$ cat src/rtl/mc_ctrl_fsm_pkg.sv
// Shared definitions for the multicycle MIPS control unit: opcodes, state
// encodings, datapath mux/ALU encodings and the decoded strobe bundle.
package mc_ctrl_fsm_pkg;

  localparam int unsigned OP_W    = 6;
  localparam int unsigned STATE_W = 4;

  // Opcode field values (IR[31:26])
  localparam logic [OP_W-1:0] OP_R    = 6'h00;
  localparam logic [OP_W-1:0] OP_J    = 6'h02;
  localparam logic [OP_W-1:0] OP_JAL  = 6'h03;
  localparam logic [OP_W-1:0] OP_BEQ  = 6'h04;
  localparam logic [OP_W-1:0] OP_BNE  = 6'h05;
  localparam logic [OP_W-1:0] OP_ADDI = 6'h08;
  localparam logic [OP_W-1:0] OP_SLTI = 6'h0A;
  localparam logic [OP_W-1:0] OP_ANDI = 6'h0C;
  localparam logic [OP_W-1:0] OP_ORI  = 6'h0D;
  localparam logic [OP_W-1:0] OP_LW   = 6'h23;
  localparam logic [OP_W-1:0] OP_SW   = 6'h2B;

  typedef enum logic [STATE_W-1:0] {
    S_FETCH  = 4'd0,
    S_DECODE = 4'd1,
    S_MADDR  = 4'd2,
    S_MREAD  = 4'd3,
    S_MWB    = 4'd4,
    S_MWRITE = 4'd5,
    S_EXEC   = 4'd6,
    S_RWB    = 4'd7,
    S_BRANCH = 4'd8,
    S_JUMP   = 4'd9,
    S_IEXEC  = 4'd10,
    S_IWB    = 4'd11,
    S_JAL    = 4'd12,
    S_EXC    = 4'd13
  } state_e;

  localparam logic [2:0] ALU_ADD   = 3'b000;
  localparam logic [2:0] ALU_SUB   = 3'b001;
  localparam logic [2:0] ALU_FUNCT = 3'b010;
  localparam logic [2:0] ALU_AND   = 3'b011;
  localparam logic [2:0] ALU_OR    = 3'b100;
  localparam logic [2:0] ALU_SLT   = 3'b101;

  localparam logic [1:0] PCS_ALU    = 2'b00;
  localparam logic [1:0] PCS_ALUOUT = 2'b01;
  localparam logic [1:0] PCS_JUMP   = 2'b10;
  localparam logic [1:0] PCS_EXC    = 2'b11;

  localparam logic [1:0] ASB_B      = 2'b00;
  localparam logic [1:0] ASB_FOUR   = 2'b01;
  localparam logic [1:0] ASB_IMM    = 2'b10;
  localparam logic [1:0] ASB_IMM_SH = 2'b11;

  localparam logic [1:0] RDST_RT = 2'b00;
  localparam logic [1:0] RDST_RD = 2'b01;
  localparam logic [1:0] RDST_RA = 2'b10;

  localparam logic [1:0] M2R_ALUOUT = 2'b00;
  localparam logic [1:0] M2R_MDR    = 2'b01;
  localparam logic [1:0] M2R_PC     = 2'b10;

  // Decoded datapath strobe bundle
  typedef struct packed {
    logic       pc_write;
    logic       pc_write_cond;
    logic       branch_ne;
    logic       iord;
    logic       mem_read;
    logic       mem_write;
    logic       ir_write;
    logic       alu_src_a;
    logic       reg_write;
    logic       zero_ext;
    logic       cause_write;
    logic [1:0] pc_source;
    logic [1:0] alu_src_b;
    logic [2:0] alu_op;
    logic [1:0] reg_dst;
    logic [1:0] mem_to_reg;
  } ctrl_t;

  // ALU operation for the immediate-arithmetic group
  function automatic logic [2:0] imm_alu_op(input logic [OP_W-1:0] op);
    case (op)
      OP_SLTI: return ALU_SLT;
      OP_ANDI: return ALU_AND;
      OP_ORI:  return ALU_OR;
      default: return ALU_ADD;
    endcase
  endfunction

endpackage

$ cat src/rtl/mc_ctrl_fsm_if.sv
// Control-unit to datapath bundle.
//   op, mem_ready : datapath -> controller (opcode field, memory completion)
//   state         : controller debug view of the state register
//   strobes       : controller -> datapath control signals
interface mc_ctrl_if;
  import mc_ctrl_fsm_pkg::*;

  logic [OP_W-1:0]    op;
  logic               mem_ready;
  logic [STATE_W-1:0] state;
  logic               pc_write;
  logic               pc_write_cond;
  logic               branch_ne;
  logic               iord;
  logic               mem_read;
  logic               mem_write;
  logic               ir_write;
  logic               alu_src_a;
  logic               reg_write;
  logic               zero_ext;
  logic               cause_write;
  logic [1:0]         pc_source;
  logic [1:0]         alu_src_b;
  logic [2:0]         alu_op;
  logic [1:0]         reg_dst;
  logic [1:0]         mem_to_reg;

  modport master (
    input  op, mem_ready,
    output state, pc_write, pc_write_cond, branch_ne, iord, mem_read,
           mem_write, ir_write, alu_src_a, reg_write, zero_ext, cause_write,
           pc_source, alu_src_b, alu_op, reg_dst, mem_to_reg
  );

  modport slave (
    output op, mem_ready,
    input  state, pc_write, pc_write_cond, branch_ne, iord, mem_read,
           mem_write, ir_write, alu_src_a, reg_write, zero_ext, cause_write,
           pc_source, alu_src_b, alu_op, reg_dst, mem_to_reg
  );

endinterface

$ cat src/rtl/mc_ctrl_fsm_decode.sv
// Combinational strobe decoder: registered state (+ opcode) -> datapath strobes.
//   state      : current state register value
//   op         : opcode field, stable from DECODE until the next FETCH
//   fetch_done : instruction fetch completes this cycle (gates ir/pc write)
//   ctl        : decoded strobe bundle
module mc_ctrl_decode
  import mc_ctrl_fsm_pkg::*;
(
  input  state_e          state,
  input  logic [OP_W-1:0] op,
  input  logic            fetch_done,
  output ctrl_t           ctl
);

  always_comb begin
    ctl = '0;
    case (state)
      S_FETCH: begin
        ctl.mem_read  = 1'b1;
        ctl.alu_src_b = ASB_FOUR;
        ctl.alu_op    = ALU_ADD;
        // IR load and PC+4 only in the cycle memory actually delivers
        ctl.ir_write  = fetch_done;
        ctl.pc_write  = fetch_done;
      end
      S_DECODE: ctl.alu_src_b = ASB_IMM_SH;
      S_MADDR: begin
        ctl.alu_src_a = 1'b1;
        ctl.alu_src_b = ASB_IMM;
      end
      S_MREAD: begin
        ctl.mem_read = 1'b1;
        ctl.iord     = 1'b1;
      end
      S_MWB: begin
        ctl.reg_write  = 1'b1;
        ctl.mem_to_reg = M2R_MDR;
      end
      S_MWRITE: begin
        ctl.iord      = 1'b1;
        ctl.mem_write = 1'b1;
      end
      S_EXEC: begin
        ctl.alu_src_a = 1'b1;
        ctl.alu_op    = ALU_FUNCT;
      end
      S_RWB: begin
        ctl.reg_write = 1'b1;
        ctl.reg_dst   = RDST_RD;
      end
      S_IEXEC: begin
        ctl.alu_src_a = 1'b1;
        ctl.alu_src_b = ASB_IMM;
        ctl.alu_op    = imm_alu_op(op);
        ctl.zero_ext  = (op == OP_ANDI) || (op == OP_ORI);
      end
      S_IWB: begin
        ctl.reg_write  = 1'b1;
        ctl.reg_dst    = RDST_RT;
        ctl.mem_to_reg = M2R_ALUOUT;
      end
      S_BRANCH: begin
        ctl.alu_src_a     = 1'b1;
        ctl.alu_op        = ALU_SUB;
        ctl.pc_write_cond = 1'b1;
        ctl.pc_source     = PCS_ALUOUT;
        ctl.branch_ne     = (op == OP_BNE);
      end
      S_JUMP: begin
        ctl.pc_write  = 1'b1;
        ctl.pc_source = PCS_JUMP;
      end
      S_JAL: begin
        ctl.pc_write   = 1'b1;
        ctl.pc_source  = PCS_JUMP;
        ctl.reg_write  = 1'b1;
        ctl.reg_dst    = RDST_RA;
        ctl.mem_to_reg = M2R_PC;
      end
      S_EXC: begin
        ctl.pc_write    = 1'b1;
        ctl.pc_source   = PCS_EXC;
        ctl.cause_write = 1'b1;
      end
      default: ctl = '0;
    endcase
  end

endmodule

$ cat src/rtl/mc_ctrl_fsm.sv
// Multicycle MIPS control unit: state register, next-state logic and strobe
// decode with optional variable-latency memory handshake.
//   clk, rst_n : clock and asynchronous active-low reset
//   bus        : master side of mc_ctrl_if (op/mem_ready in, state/strobes out)
// MEM_WAIT = 1 stalls FETCH/MREAD/MWRITE until mem_ready; EN_EXC = 1 traps
// illegal opcodes to EXC, otherwise they retire as NOPs.
module mc_ctrl_fsm
  import mc_ctrl_fsm_pkg::*;
#(
  parameter bit MEM_WAIT = 1'b1,
  parameter bit EN_EXC   = 1'b1
) (
  input  logic     clk,
  input  logic     rst_n,
  mc_ctrl_if.master bus
);

  state_e state_q;
  state_e state_d;
  logic   mem_done_c;
  ctrl_t  dec_c;
  ctrl_t  ctl_c;

  // Memory access completes this cycle
  assign mem_done_c = MEM_WAIT ? bus.mem_ready : 1'b1;

  // State register
  always_ff @(posedge clk or negedge rst_n) begin
    if (!rst_n) state_q <= S_FETCH;
    else        state_q <= state_d;
  end

  // Next-state logic
  always_comb begin
    state_d = S_FETCH;
    case (state_q)
      S_FETCH:  state_d = mem_done_c ? S_DECODE : S_FETCH;
      S_DECODE: begin
        case (bus.op)
          OP_J:                                 state_d = S_JUMP;
          OP_JAL:                               state_d = S_JAL;
          OP_BEQ, OP_BNE:                       state_d = S_BRANCH;
          OP_R:                                 state_d = S_EXEC;
          OP_LW, OP_SW:                         state_d = S_MADDR;
          OP_ADDI, OP_SLTI, OP_ANDI, OP_ORI:    state_d = S_IEXEC;
          default:                              state_d = EN_EXC ? S_EXC : S_FETCH;
        endcase
      end
      S_MADDR:  state_d = (bus.op == OP_LW) ? S_MREAD : S_MWRITE;
      S_MREAD:  state_d = mem_done_c ? S_MWB : S_MREAD;
      S_MWRITE: state_d = mem_done_c ? S_FETCH : S_MWRITE;
      S_EXEC:   state_d = S_RWB;
      S_IEXEC:  state_d = S_IWB;
      default:  state_d = S_FETCH;
    endcase
  end

  mc_ctrl_decode u_decode (
    .state      (state_q),
    .op         (bus.op),
    .fetch_done (mem_done_c),
    .ctl        (dec_c)
  );

  // Strobes are held low for the whole reset assertion, not just after the edge
  assign ctl_c = rst_n ? dec_c : '0;

  assign bus.state         = state_q;
  assign bus.pc_write      = ctl_c.pc_write;
  assign bus.pc_write_cond = ctl_c.pc_write_cond;
  assign bus.branch_ne     = ctl_c.branch_ne;
  assign bus.iord          = ctl_c.iord;
  assign bus.mem_read      = ctl_c.mem_read;
  assign bus.mem_write     = ctl_c.mem_write;
  assign bus.ir_write      = ctl_c.ir_write;
  assign bus.alu_src_a     = ctl_c.alu_src_a;
  assign bus.reg_write     = ctl_c.reg_write;
  assign bus.zero_ext      = ctl_c.zero_ext;
  assign bus.cause_write   = ctl_c.cause_write;
  assign bus.pc_source     = ctl_c.pc_source;
  assign bus.alu_src_b     = ctl_c.alu_src_b;
  assign bus.alu_op        = ctl_c.alu_op;
  assign bus.reg_dst       = ctl_c.reg_dst;
  assign bus.mem_to_reg    = ctl_c.mem_to_reg;

endmodule

$ cat src/flat_wrapper.sv
// flat-port wrapper written by rule: the top's interface ports become plain ports
module mc_ctrl_fsm_flat import mc_ctrl_fsm_pkg::*;
#(
  parameter bit MEM_WAIT = 1'b1,
  parameter bit EN_EXC   = 1'b1
)
  (clk, rst_n, bus_op, bus_mem_ready, bus_state, bus_pc_write, bus_pc_write_cond, bus_branch_ne, bus_iord, bus_mem_read, bus_mem_write, bus_ir_write, bus_alu_src_a, bus_reg_write, bus_zero_ext, bus_cause_write, bus_pc_source, bus_alu_src_b, bus_alu_op, bus_reg_dst, bus_mem_to_reg);
  mc_ctrl_if bus_i ();
  input  logic clk;
  input  logic rst_n;
  input wire logic [$bits(bus_i.op)-1:0] bus_op;
  input wire logic [$bits(bus_i.mem_ready)-1:0] bus_mem_ready;
  output wire logic [$bits(bus_i.state)-1:0] bus_state;
  output wire logic [$bits(bus_i.pc_write)-1:0] bus_pc_write;
  output wire logic [$bits(bus_i.pc_write_cond)-1:0] bus_pc_write_cond;
  output wire logic [$bits(bus_i.branch_ne)-1:0] bus_branch_ne;
  output wire logic [$bits(bus_i.iord)-1:0] bus_iord;
  output wire logic [$bits(bus_i.mem_read)-1:0] bus_mem_read;
  output wire logic [$bits(bus_i.mem_write)-1:0] bus_mem_write;
  output wire logic [$bits(bus_i.ir_write)-1:0] bus_ir_write;
  output wire logic [$bits(bus_i.alu_src_a)-1:0] bus_alu_src_a;
  output wire logic [$bits(bus_i.reg_write)-1:0] bus_reg_write;
  output wire logic [$bits(bus_i.zero_ext)-1:0] bus_zero_ext;
  output wire logic [$bits(bus_i.cause_write)-1:0] bus_cause_write;
  output wire logic [$bits(bus_i.pc_source)-1:0] bus_pc_source;
  output wire logic [$bits(bus_i.alu_src_b)-1:0] bus_alu_src_b;
  output wire logic [$bits(bus_i.alu_op)-1:0] bus_alu_op;
  output wire logic [$bits(bus_i.reg_dst)-1:0] bus_reg_dst;
  output wire logic [$bits(bus_i.mem_to_reg)-1:0] bus_mem_to_reg;
  assign bus_i.op = bus_op;
  assign bus_i.mem_ready = bus_mem_ready;
  assign bus_state = bus_i.state;
  assign bus_pc_write = bus_i.pc_write;
  assign bus_pc_write_cond = bus_i.pc_write_cond;
  assign bus_branch_ne = bus_i.branch_ne;
  assign bus_iord = bus_i.iord;
  assign bus_mem_read = bus_i.mem_read;
  assign bus_mem_write = bus_i.mem_write;
  assign bus_ir_write = bus_i.ir_write;
  assign bus_alu_src_a = bus_i.alu_src_a;
  assign bus_reg_write = bus_i.reg_write;
  assign bus_zero_ext = bus_i.zero_ext;
  assign bus_cause_write = bus_i.cause_write;
  assign bus_pc_source = bus_i.pc_source;
  assign bus_alu_src_b = bus_i.alu_src_b;
  assign bus_alu_op = bus_i.alu_op;
  assign bus_reg_dst = bus_i.reg_dst;
  assign bus_mem_to_reg = bus_i.mem_to_reg;
  mc_ctrl_fsm #(.MEM_WAIT(MEM_WAIT), .EN_EXC(EN_EXC)) u_core (.clk(clk), .rst_n(rst_n), .bus(bus_i));
endmodule
$ cat config.mk
export PLATFORM = sky130hd
export DESIGN_NAME = mc_ctrl_fsm_flat
export DESIGN_NICKNAME = d
export VERILOG_FILES = /design/src/rtl/mc_ctrl_fsm_pkg.sv /design/src/rtl/mc_ctrl_fsm_if.sv /design/src/rtl/mc_ctrl_fsm_decode.sv /design/src/rtl/mc_ctrl_fsm.sv /design/src/flat_wrapper.sv
export SDC_FILE = /design/constraint.sdc
export NUM_CORES = 1
export LEC_CHECK = 0
export CAP_MARGIN = 10
export CORE_UTILIZATION = 41
export DETAILED_ROUTE_END_ITERATION = 12
export PLACE_DENSITY = 0.87
export RECOVER_POWER = 100
export SYNTH_ARGS = -nofsm -noshare
export SYNTH_HDL_FRONTEND = slang
export SYNTH_SLANG_ARGS = --single-unit
$ cat constraint.sdc
create_clock -name clk -period 1.9 [get_ports clk]
set_clock_uncertainty 0.15 [all_clocks]
set_input_delay 0.38 -clock clk [delete_from_list [all_inputs] [get_ports clk]]
set_output_delay 0.38 -clock clk [all_outputs]
set_load 0.02 [all_outputs]
Run 1, placement density heat map:
The die is cut into 9 by 9 equal tiles; white is low, dark blue is high, 0 to 100% covered.
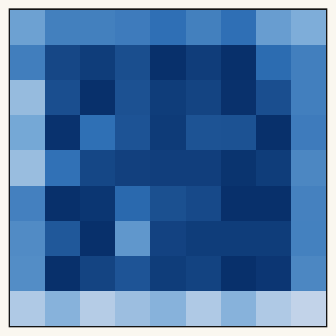
mean over tiles: 77%
fullest tile: 100%
tiles over 75% full: 57%

Run 1, clock distribution:
Bar = 10 um.
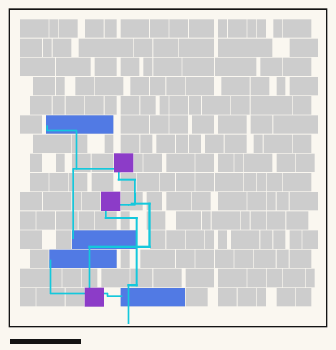
[purple] clock-net drivers | count: 3
[blue] flip-flops | count: 4
[cyan] clock wires | length: 101 um
routed clock nets: 4

==> impl_metrics.csv, run 1 <==
group,metric,value,unit
cells_and_area,drive_above_1_share,56.2,%
grt,grt.met1_usage,38.1,%
outcome,violations,"negative setup slack",
synthesis,postSynthSeqShare,13.3,%
synthesis,synth_area_leader_cell,"dfrtp_1",
clocking,hold_buffers,0,
cells_and_area,final_cell_mix,"buf_4, buf_6, nand2_1, dlygate4sd2_1, nor2_1",
synthesis,topCellsByArea,"dfrtp_1, nor2_1, nand2_1",
drt,routed-wl-met3,342,um
setup_path,slowest_delay,0.44,ns
cells_and_area,largest_register_ffs,4,
die,ios,35,
setup_path,r2r_cells,5,
cells_and_area,antenna_cells,0,
drt,drt-wirelength-per-cell,19.7,um
cells_and_area,nNonClkBuffers,84,
pwr,peakVddDrop,956,uV
drt,routed_wl,4140,um
placed_design,dp.cells,193,
cells_and_area,finish.instance_area,1580,um^2
setup_path,cp_cell_sequence,"nor2b_2 > nand4_1 > nand2b_4 > o31ai_4 > buf_6",
run,warnings,30,
placed_design,port_buffers,34,
drt,drc,0,
setup_path,cp_data_required_time,1.37,ns
grt,grt_overflow,0,
setup_path,cp-endpoint,"bus_alu_op[0]",
cells_and_area,mostFrequentLayoutCell,"buf_4",
cells_and_area,ff_count,4,
cells_and_area,nets,196,
drt,viasPerCell,6.16,
clocking,root_buffer,"clkbuf_4",
sta,worst_pin_slew,0.450,ns
synthesis,synth_cells,108,
synthesis,synth.net_count,117,
pwr,cellLeakagePower,0.745,nW
cells_and_area,comb_area_share,44.7,%
setup_path,reg2reg_slack,0.21,ns
pwr,total_power,1.82,mW
pwr,p_per_area,1150,nW/um^2
grt,grtUsageMet2,57.1,%
clocking,cts_tree,"done",
synthesis,async_flop_share,100,%
setup_path,cp.arrival,1.64,ns
grt,busiest_layer,"met2",
die,die_area,2010,um^2
pwr,seq-power,0.174,mW
drt,wl_met1,1490,um
sta,rsz0062_at_grt,"true",
synthesis,ys_chip_area,751,um^2
cells_and_area,register_area,103,um^2
synthesis,ys_sh_mux,2.00,%
drt,vias,1293,
sta,min_period,2.17,ns
setup_path,r2r-end,"u_core.bus.state[0]$_DFF_PN0_",
cells_and_area,logic_area,707,um^2
synthesis,simple_gate_share,46.8,%
die,die_y,44.8,um
clocking,numCtsBuffers,3,
pwr,power_frac_clock,6.3,%
pwr,cellInternalPower,0.911,mW
grt,grt_pass1_vias,1012,
clocking,clockBufferDepth,2,
pwr,netSwitchingFraction,49.8,%
cells_and_area,finalNonFillerCells,210,
pwr,powerClk,0.114,mW
clocking,cts_sinks,4,
sta,slew_headroom,69.7,%
setup_path,r2r-start,"u_core.bus.state[3]$_DFF_PN0_",
pwr,power_top_consumer,"combinational cells",
sta,tns,-1.84,ns
sta,slew_viol_final,0,
cells_and_area,clkbuf_count,3,
cells_and_area,comb_cells,90,
cells_and_area,inverters,4,
drt,wl_met2,2000,um
sta,setup_slack,-0.267,ns
grt,grt_pass1_wl,4820,um
sta,fmax,0.462,GHz
cells_and_area,nFillCells,71,
pwr,pwr-share-comb,84.1,%
setup_path,path_class,"reg2out",
drt,dr.pass1.iters,6,
grt,track_usage,33.1,%
clocking,post-cts-setup-buffers,5,
hold_path,hold_class,"in2async",
die,initCoreUtil,43.5,%
synthesis,logic_family,"simple AND/OR/NAND/NOR gates",
synthesis,ys_cells,108,
setup_path,start_kind,"flip-flop",
synthesis,netlist_top_cells_count,"nor2_1, nand2_1, buf_2",
synthesis,synth-compound-area-share,23.8,%
setup_path,path_delay_family,"simple AND/OR/NAND/NOR gates",
setup_path,path_max_fanout,5,
placed_design,placed_area,1340,um^2
synthesis,synth_flop_count,4,
grt,antenna_found_initial,0,
synthesis,netlist.area_leader.share,13.3,%
cells_and_area,fin_util,91.7,%
sta,hold_viol,0,
cells_and_area,bufAreaShareNonClock,44.2,%
pwr,p_sw,0.904,mW
die,chipWidth,44.8,um
drt,ant_nets,0,
synthesis,synth_warnings,0,
drt,drt_iter0_drc,96,
synthesis,xor_share,3.50,%
pwr,seqPwrFrac,9.6,%
clocking,worstSkewPairLatency,0.25,ns
sta,finalCritPeriodShare,114,%
setup_path,cp-startpoint,"u_core.bus.state[2]$_DFF_PN0_",
synthesis,most_common_cell,"nor2_1",
clocking,h-tree-depth,1,
setup_path,cp_num_cells,5,
placed_design,post-dp-hpwl,2100,um
cells_and_area,clk_share,1.42,%
setup_path,path_buffers,1,
sta,setup_viol,22,
outcome,status,"finished with violations",
cells_and_area,area_growth,111,%
Run 1, ports around the boundary:
Pins as bars across the die edge, other pins in gray.
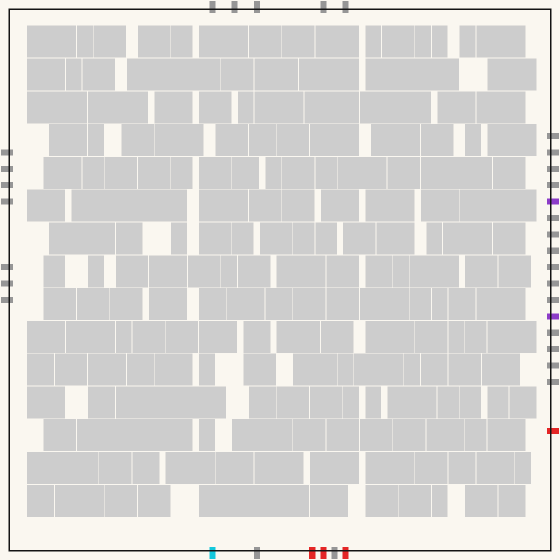
| color | port | pins | direction | edge |
|---|---|---|---|---|
| cyan | clk | 1 | input | bottom |
| red | bus_state | 4 | output | 3 bottom, 1 right |
| purple | bus_mem_to_reg | 2 | output | right |

Run 1, cell placement:
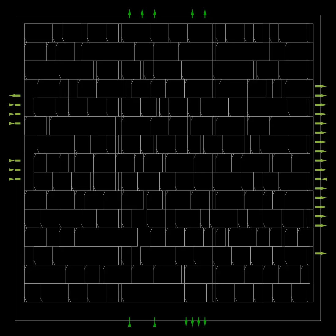
Core Region: 1730 um^2
Tapcell Cnt: 25
Rows: 15
flop share of the area: 6.48%

Run 1, the metal 3 layer:
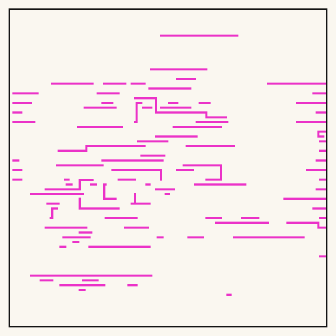

## Run 2: what changed since run 1
--- a/config.mk
+++ b/config.mk
@@ -10,6 +10,7 @@
 export DETAILED_ROUTE_END_ITERATION = 12
 export PLACE_DENSITY = 0.87
 export RECOVER_POWER = 100
+export SKIP_LAST_GASP = 1
 export SYNTH_ARGS = -nofsm -noshare
 export SYNTH_HDL_FRONTEND = slang
 export SYNTH_SLANG_ARGS = --single-unit
Run 2, the metal 3 layer:
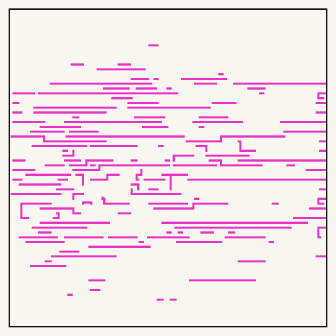
wire length on this layer: 598 um
main direction: horizontal
longest straight run: 20.5 um

Run 2, cell placement:
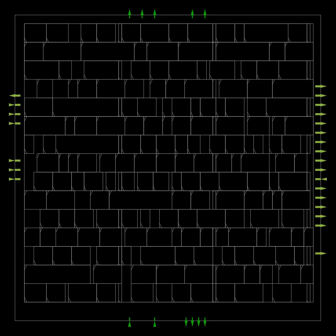
flop share of the area: 6.51%
fin cells: 210
flip-flops: 4

==> run 2 against run 1 <==
The run still ends with negative setup slack left. Final area fell by 0.47%. Via count rose by 9.4%. Hold slack got worse by 0.028 ns. Sequential share of layout area barely moved. Global-route usage did not move. Non-clock buffer count did not move. Flip-flop count did not move. First-iteration DRC count rose by 2.1%. Die size did not move. Highest routed layer unchanged.
==> impl_metrics.csv, run 2 <==
group,metric,value,unit
setup_path,cp.arrival,1.69,ns
synthesis,synth_flop_count,4,
synthesis,simple_gate_share,46.8,%
synthesis,ys_sh_mux,2.00,%
clocking,worstSkewPairLatency,0.24,ns
setup_path,cp-endpoint,"bus_mem_read",
cells_and_area,fin_util,91.2,%
cells_and_area,inverters,4,
pwr,p_sw,0.956,mW
grt,grt_overflow,0,
pwr,cellLeakagePower,0.747,nW
pwr,total_power,1.87,mW
setup_path,r2r-end,"u_core.bus.state[2]$_DFF_PN0_",
clocking,cts_sinks,4,
clocking,cts_tree,"done",
sta,min_period,2.22,ns
drt,drc,0,
clocking,hold_buffers,0,
die,initCoreUtil,43.5,%
setup_path,slowest_delay,0.46,ns
drt,dr.pass1.iters,7,
die,die_y,44.8,um
cells_and_area,logic_area,702,um^2
synthesis,async_flop_share,100,%
cells_and_area,comb_area_share,44.6,%
cells_and_area,mostFrequentLayoutCell,"buf_4",
cells_and_area,antenna_cells,0,
placed_design,dp.cells,193,
cells_and_area,finish.instance_area,1580,um^2
pwr,p_per_area,1190,nW/um^2
grt,grt.met1_usage,38.1,%
drt,vias,1414,
setup_path,r2r-start,"u_core.bus.state[0]$_DFF_PN0_",
grt,grtUsageMet2,57.1,%
hold_path,hold_class,"in2async",
pwr,seqPwrFrac,9.7,%
drt,routed-wl-met3,598,um
cells_and_area,nets,196,
outcome,violations,"negative setup slack",
setup_path,path_buffers,4,
sta,rsz0062_at_grt,"true",
outcome,status,"finished with violations",
clocking,h-tree-depth,1,
setup_path,cp_data_required_time,1.37,ns
drt,viasPerCell,6.73,
pwr,seq-power,0.182,mW
drt,ant_nets,0,
drt,wl_met1,1520,um
synthesis,topCellsByArea,"dfrtp_1, nor2_1, nand2_1",
sta,slew_headroom,69.6,%
cells_and_area,register_area,103,um^2
sta,tns,-2.82,ns
grt,grt_pass1_wl,4820,um
cells_and_area,drive_above_1_share,56.2,%
synthesis,logic_family,"simple AND/OR/NAND/NOR gates",
setup_path,path_max_fanout,5,
synthesis,xor_share,3.50,%
die,ios,35,
setup_path,path_class,"reg2out",
pwr,cellInternalPower,0.913,mW
sta,finalCritPeriodShare,117,%
run,warnings,30,
grt,grt_pass1_vias,1012,
synthesis,netlist.area_leader.share,13.3,%
drt,routed_wl,4670,um
sta,setup_slack,-0.317,ns
clocking,post-cts-setup-buffers,5,
cells_and_area,bufAreaShareNonClock,44.2,%
clocking,root_buffer,"clkbuf_4",
die,chipWidth,44.8,um
synthesis,ys_chip_area,751,um^2
grt,busiest_layer,"met2",
synthesis,synth_cells,108,
synthesis,postSynthSeqShare,13.3,%
clocking,numCtsBuffers,3,
clocking,clockBufferDepth,2,
pwr,peakVddDrop,985,uV
pwr,netSwitchingFraction,51.2,%
die,core,1730,um^2
cells_and_area,clk_share,1.43,%
sta,fmax,0.451,GHz
setup_path,reg2reg_slack,0.13,ns
sta,setup_viol,24,
setup_path,start_kind,"flip-flop",
sta,hold_viol,0,
setup_path,cp-startpoint,"u_core.bus.state[2]$_DFF_PN0_",
setup_path,cp_num_cells,7,
synthesis,netlist_top_cells_count,"nor2_1, nand2_1, buf_2",
die,rows,15,
setup_path,cp_cell_sequence,"buf_6 > nor2_4 > buf_4 > buf_4 > nand2_1 > nor3_2 > buf_4",
sta,worst_pin_slew,0.451,ns
Run 2, placement density heat map:
The die is cut into 9 by 9 equal tiles; white is low, dark blue is high, 0 to 100% covered.
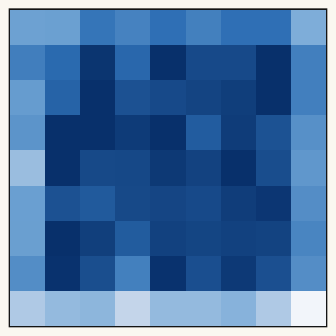

## Run 3: what changed since run 2
--- a/config.mk
+++ b/config.mk
@@ -14,3 +14,4 @@
 export SYNTH_ARGS = -nofsm -noshare
 export SYNTH_HDL_FRONTEND = slang
 export SYNTH_SLANG_ARGS = --single-unit
+export TNS_END_PERCENT = 50
Run 3, placement density heat map:
The die is cut into 9 by 9 equal tiles; white is low, dark blue is high, 0 to 100% covered.
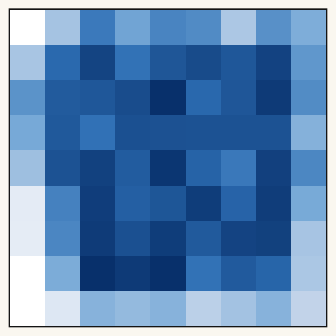
tiles over 75% full: 52%
emptiest ninth of the die: bottom left
nearly empty tiles: 3.7%
fullest tile: 100%

==> run 3 against run 2 <==
The run still ends with negative setup slack left. Sequential power up 8%. Via count down 18%. Clock power about the same. Combinational power down about 20%. Core utilization down 11 points. Critical path depth down 2. Cell count down 5.2%. Routed wire length down 26%. Register-to-register slack better by 0.11 ns. Critical path type unchanged. Largest power group unchanged.
==> impl_metrics.csv, run 3 <==
group,metric,value,unit
setup_path,path_class,"reg2out",
pwr,cellInternalPower,0.771,mW
die,ios,35,
cells_and_area,bufAreaShareNonClock,40.9,%
die,die_area,2010,um^2
placed_design,dp.cells,190,
cells_and_area,clk_share,1.63,%
grt,grt.met1_usage,32.7,%
drt,dr.pass1.iters,4,
cells_and_area,finish.instance_area,1380,um^2
synthesis,topCellsByArea,"dfrtp_1, nor2_1, nand2_1",
cells_and_area,mostFrequentLayoutCell,"buf_4",
grt,busiest_layer,"met2",
pwr,total_power,1.56,mW
pwr,cellLeakagePower,0.676,nW
synthesis,synth_cells,108,
drt,wl_met1,1380,um
cells_and_area,inverters,4,
cells_and_area,logic_area,644,um^2
pwr,seq-power,0.196,mW
setup_path,path_max_fanout,4,
clocking,worstSkewPairLatency,0.25,ns
pwr,peakVddDrop,1060,uV
outcome,violations,"negative setup slack",
clocking,hold_buffers,0,
setup_path,cp_data_required_time,1.37,ns
clocking,numCtsBuffers,3,
synthesis,netlist_top_cells_count,"nor2_1, nand2_1, buf_2",
cells_and_area,fin_util,80.1,%
drt,routed-wl-met3,188,um
grt,grt_max_degree,15,
synthesis,simple_gate_share,46.8,%
setup_path,path_buffers,1,
setup_path,slowest_delay,0.42,ns
drt,drc,0,
pwr,seqPwrFrac,12.6,%
cells_and_area,finalNonFillerCells,199,
setup_path,cp-startpoint,"u_core.bus.state[1]$_DFF_PN0_",
grt,grt_pass1_wl,4400,um
die,rows,15,
setup_path,cp-endpoint,"bus_alu_op[0]",
sta,fmax,0.482,GHz
drt,viasPerCell,5.80,
cells_and_area,ff_count,4,
die,initCoreUtil,43.5,%
sta,setup_viol,22,
setup_path,cp_cell_sequence,"nor2b_4 > nand4_1 > nand2b_4 > o31ai_4 > buf_6",
sta,hold_viol,0,
sta,min_period,2.07,ns
drt,vias,1154,
sta,slew_headroom,76.4,%
clocking,clockBufferDepth,2,
synthesis,ys_chip_area,751,um^2
cells_and_area,seq_share,7.59,%
sta,setup_slack,-0.174,ns
synthesis,synth_flop_count,4,
clocking,root_buffer,"clkbuf_4",
setup_path,reg2reg_slack,0.24,ns
synthesis,async_flop_share,100,%
cells_and_area,antenna_cells,0,
sta,worst_pin_slew,0.351,ns
cells_and_area,drive_above_1_share,49.4,%
setup_path,r2r-end,"u_core.bus.state[0]$_DFF_PN0_",
die,core,1730,um^2
run,warnings,29,
setup_path,cp_num_cells,5,
synthesis,postSynthSeqShare,13.3,%
sta,rsz0062_at_grt,"true",
sta,tns,-1.97,ns
grt,grt_overflow,0,
clocking,h-tree-depth,1,
cells_and_area,register_area,105,um^2
setup_path,cp.arrival,1.54,ns
outcome,status,"finished with violations",
clocking,cts_tree,"done",
hold_path,hold_class,"in2async",
pwr,p_per_area,1130,nW/um^2
Run 3, ports around the boundary:
Pins as bars across the die edge, other pins in gray.
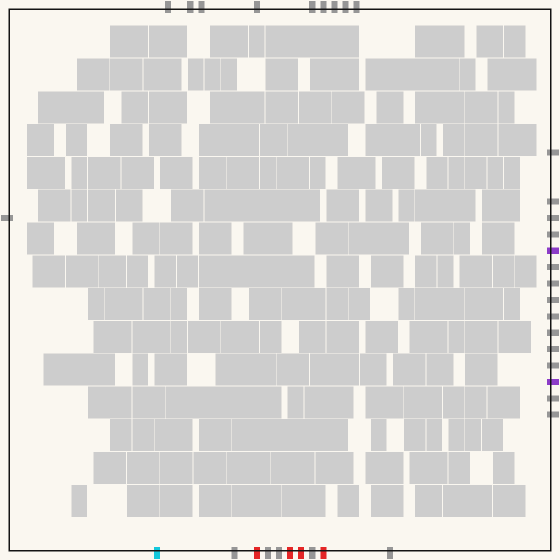
Chip Width: 44.8 um
die height: 44.8 um
port buffer count: 34

Power figures rest on the tool's default switching activity, not on a simulated workload.
